Fig. 1: clock distribution
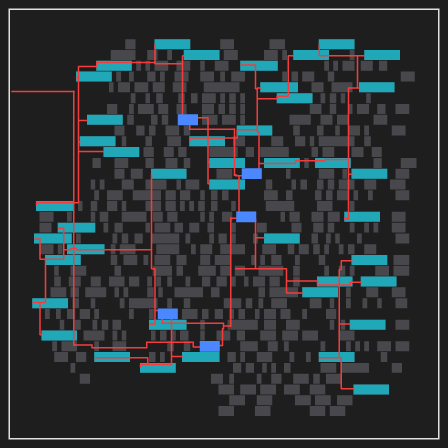
Fig. 2: routed metal per tile
22 x 22 tiles, from dark blue (low) to red (high), scaled to the fullest tile. Values are wire area over tile area, all layers added.
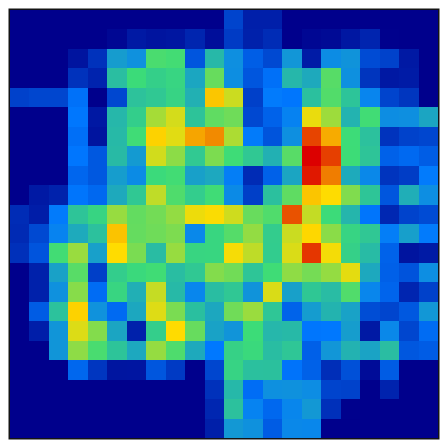
Fig. 3: drive-strength map
Bar = 20 um.
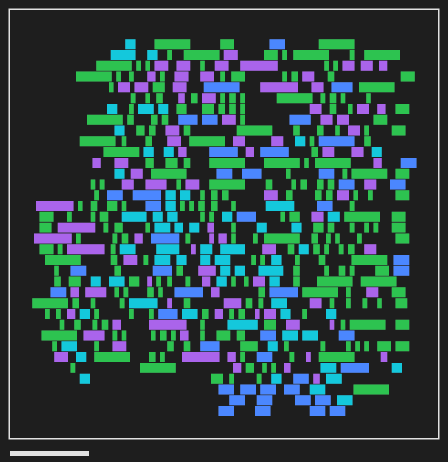
<file path="src/rtl/link_sio_ctrl.sv">
// Serial-port transfer controller that owns the SB and SC registers.
// Runs 8-bit MSB-first shifts on an internal divided clock or on an external link clock.
module link_sio_ctrl #(
  parameter logic [15:0] SB_ADDR  = 16'hff01,
  parameter logic [15:0] SC_ADDR  = 16'hff02,
  parameter int          HALF_DIV = 256
) (
  input  logic        clockgb,
  input  logic        resetn,
  input  logic [15:0] address,
  input  logic [7:0]  indata,
  output logic [7:0]  outdata,
  input  logic        load,
  input  logic        store,
  input  logic        sin,
  output logic        sout,
  input  logic        sclk_in,
  output logic        sclk_out,
  output logic        sclk_oe,
  output logic        irq,
  output logic        byte_done,
  output logic [7:0]  byte_data
);

  // state | meaning
  // IDLE  | no transfer; SB and SC writable
  // LOW   | internal: sclk_out low half-period; external: transfer in progress
  // HIGH  | internal: sclk_out high half-period (bit already sampled)
  typedef enum logic [1:0] {IDLE, LOW, HIGH} state_t;

  localparam logic [8:0] DIV_TC = 9'(HALF_DIV - 1);

  state_t      state;
  logic [7:0]  sb;
  logic        start;
  logic        clksel;
  logic [3:0]  bitcnt;
  logic [8:0]  divcnt;
  logic        sin_s1, sin_s2;
  logic        sck_s1, sck_s2, sck_prev;

  logic        wr_sb, wr_sc, active, div_tc, sck_rise, sck_fall;
  logic        abort, int_done, ext_done;
  logic [7:0]  sb_shift;

  assign wr_sb    = store && (address == SB_ADDR);
  assign wr_sc    = store && (address == SC_ADDR);
  assign active   = (state != IDLE);
  assign div_tc   = (divcnt == DIV_TC);
  assign sck_rise = sck_s2 && !sck_prev;
  assign sck_fall = !sck_s2 && sck_prev;
  assign sb_shift = {sb[6:0], sin_s2};

  // Abort takes priority over a completion landing in the same cycle.
  assign abort    = active && wr_sc && !indata[7];
  assign int_done = clksel && (state == HIGH) && div_tc && (bitcnt == 4'd8);
  assign ext_done = !clksel && (state == LOW) && sck_rise && (bitcnt == 4'd7);

  always_comb begin
    outdata = 8'h00;
    if (load && (address == SB_ADDR))
      outdata = sb;
    else if (load && (address == SC_ADDR))
      outdata = {start, 6'b111111, clksel};
  end

  always_ff @(posedge clockgb or negedge resetn) begin
    if (!resetn) begin
      state     <= IDLE;
      sb        <= 8'h00;
      start     <= 1'b0;
      clksel    <= 1'b0;
      bitcnt    <= 4'd0;
      divcnt    <= 9'd0;
      sin_s1    <= 1'b1;
      sin_s2    <= 1'b1;
      sck_s1    <= 1'b1;
      sck_s2    <= 1'b1;
      sck_prev  <= 1'b1;
      sout      <= 1'b1;
      sclk_out  <= 1'b1;
      sclk_oe   <= 1'b0;
      irq       <= 1'b0;
      byte_done <= 1'b0;
      byte_data <= 8'h00;
    end else begin
      sin_s1    <= sin;
      sin_s2    <= sin_s1;
      sck_s1    <= sclk_in;
      sck_s2    <= sck_s1;
      sck_prev  <= sck_s2;
      irq       <= 1'b0;
      byte_done <= 1'b0;

      if (state == IDLE) begin
        if (wr_sb)
          sb <= indata;
        if (wr_sc) begin
          clksel <= indata[0];
          if (indata[7]) begin
            start  <= 1'b1;
            state  <= LOW;
            bitcnt <= 4'd0;
            divcnt <= 9'd0;
            if (indata[0]) begin
              sclk_oe  <= 1'b1;
              sclk_out <= 1'b0;
              sout     <= sb[7];
            end
          end
        end
      end else if (abort) begin
        state    <= IDLE;
        start    <= 1'b0;
        sclk_out <= 1'b1;
        sclk_oe  <= 1'b0;
        sout     <= 1'b1;
        bitcnt   <= 4'd0;
        divcnt   <= 9'd0;
      end else if (int_done || ext_done) begin
        state     <= IDLE;
        start     <= 1'b0;
        sclk_oe   <= 1'b0;
        sclk_out  <= 1'b1;
        sout      <= 1'b1;
        bitcnt    <= 4'd0;
        divcnt    <= 9'd0;
        irq       <= 1'b1;
        byte_done <= 1'b1;
        if (ext_done) begin
          sb        <= sb_shift;
          byte_data <= sb_shift;
        end else begin
          byte_data <= sb;
        end
      end else if (clksel) begin
        if (div_tc) begin
          divcnt <= 9'd0;
          if (state == LOW) begin
            sclk_out <= 1'b1;
            sb       <= sb_shift;
            bitcnt   <= bitcnt + 4'd1;
            state    <= HIGH;
          end else begin
            sclk_out <= 1'b0;
            sout     <= sb[7];
            state    <= LOW;
          end
        end else begin
          divcnt <= divcnt + 9'd1;
        end
      end else begin
        if (sck_rise) begin
          sb     <= sb_shift;
          bitcnt <= bitcnt + 4'd1;
        end else if (sck_fall) begin
          sout <= sb[7];
        end
      end
    end
  end

endmodule

</file>
<file path="config.mk">
export PLATFORM = sky130hd
export DESIGN_NAME = link_sio_ctrl
export DESIGN_NICKNAME = d
export VERILOG_FILES = /design/src/rtl/link_sio_ctrl.sv
export SDC_FILE = /design/constraint.sdc
export NUM_CORES = 1
export LEC_CHECK = 0
export ABC_AREA = 1
export CAP_MARGIN = 20
export CELL_PAD_IN_SITES_DETAIL_PLACEMENT = 1
export CELL_PAD_IN_SITES_GLOBAL_PLACEMENT = 2
export CORE_MARGIN = 5
export CORE_UTILIZATION = 28
export CTS_BUF_LIST = sky130_fd_sc_hd__clkbuf_2 sky130_fd_sc_hd__clkbuf_4 sky130_fd_sc_hd__clkbuf_8
export DETAILED_ROUTE_END_ITERATION = 8
export GPL_TIMING_DRIVEN = 0
export PLACE_DENSITY = 0.76
export SYNTH_ARGS = -nofsm -noshare
export SYNTH_HDL_FRONTEND = slang
export SYNTH_SLANG_ARGS = --single-unit
</file>
<file path="constraint.sdc">
create_clock -name clockgb -period 1.9 [get_ports clockgb]
set_input_delay 0.475 -clock clockgb [delete_from_list [all_inputs] [get_ports clockgb]]
set_output_delay 0.475 -clock clockgb [all_outputs]
set_load 0.03 [all_outputs]
</file>
==> run summary <==
Quick summary of the implementation run below.

The flow ran to the end, but the final reports show violations. The final reports fail on setup timing. The area fraction in mux cells is 0%.

The met1 routing resource usage after global routing is roughly a fifth. The via count of the first global-routing pass is 2969. In this run, the synthesized area fraction spent on xor and xnor cells is recorded as 1.31%.

The repair_antennas step left the layout with diodes totalling 0. The amount of wire on met3 after detailed routing is about 270 um. Leaving out fill and tap cells, the most frequent cell in the layout is sky130_fd_sc_hd__nand2_1.

The flip-flop and latch share of the layout cell area is around a quarter. Global routing used 2.28% of the available met3 tracks. Combinational logic is responsible for 59.0% of the overall power. The share of power burned in the clock network came out at between 10% and 20%. The power per cell area came out at 1120 nW/um2.

In this run, placement finished with an instance count of 532. The multi-input gate share of the layout cell area is 41.4%. Registers are responsible for 27.5% of the overall power. The number of flip-flops and latches came out at 42. The number of gates resized after CTS was 172. The detailed-placement wirelength estimate came out at 6350 um.

The mean instance size in the synthesized netlist is ~7.6 um2. slightly above 50 I/O pins were placed. The count of unique library cells instantiated by Yosys came out at 39.

Entering global routing, the biggest net connects 27 pins. The number of flops mapped to enable cells by yosys came out at 0. For the worst reg-to-reg path, the startpoint reported by OpenROAD is divcnt[1]$_DFFE_PN0P_. The buffer-and-inverter tally for the worst setup path is 2. The depth of the worst register-to-register path came out at 11. Summing over the stages, the warning tally comes to 30. The fraction of power spent switching nets is 46.1%. Among all cell types in the netlist, the one instantiated most often is sky130_fd_sc_hd__nand2_1. The setup fix buffers added after clock tree synthesis came out at 28. According to the floorplan log, the row count is 35.

After layout, the clock buffer instance count stands at 6. The slack of the critical path came out at -0.0436 ns. The maximum clock frequency is 0.515 GHz. The layout filler cell count came out at 1139.

The root buffer cell is sky130_fd_sc_hd__clkbuf_8. The count of nets after finishing came out at 484. The dominant power group in this design is combinational cells. The transition time at the pin with the least slew margin came out at roughly 0.48 ns. In the global route stage, met2 resource usage came out at 29.5%. Per STA, the highest per-stage delay on the worst path measures between 0.2 and 0.25 ns.

The detailed router placed 2776 vias in this run. The register with the most flip-flops in the layout has 9 of them. The Yosys step of the flow raised 0 warnings. Per the finish-stage timing summary, setup violations number 5.

The count of hold-fix buffers inserted at cts is 0.
About Fig. 1:
- clock drivers: blue (count 5)
- clock wires: red (length 756 um)
- flip-flops: cyan (count 42)
- routed clock nets: 6
- flops lie: widely spread

About Fig. 2:
- fullest tile: 0.42
- densest ninth of the die: centre
- emptiest ninth of the die: north-west
- nearly empty tiles: 23%

About Fig. 3:
- _0 and _1 cells: green (cells 256; share 57%)
- _2 cells: purple (cells 87; share 19%)
- _3 and _4 cells: cyan (cells 62; share 14%)
- _6 and larger: blue (cells 47; share 10%)

No activity file was given, so power comes from the tool's default toggle rates.
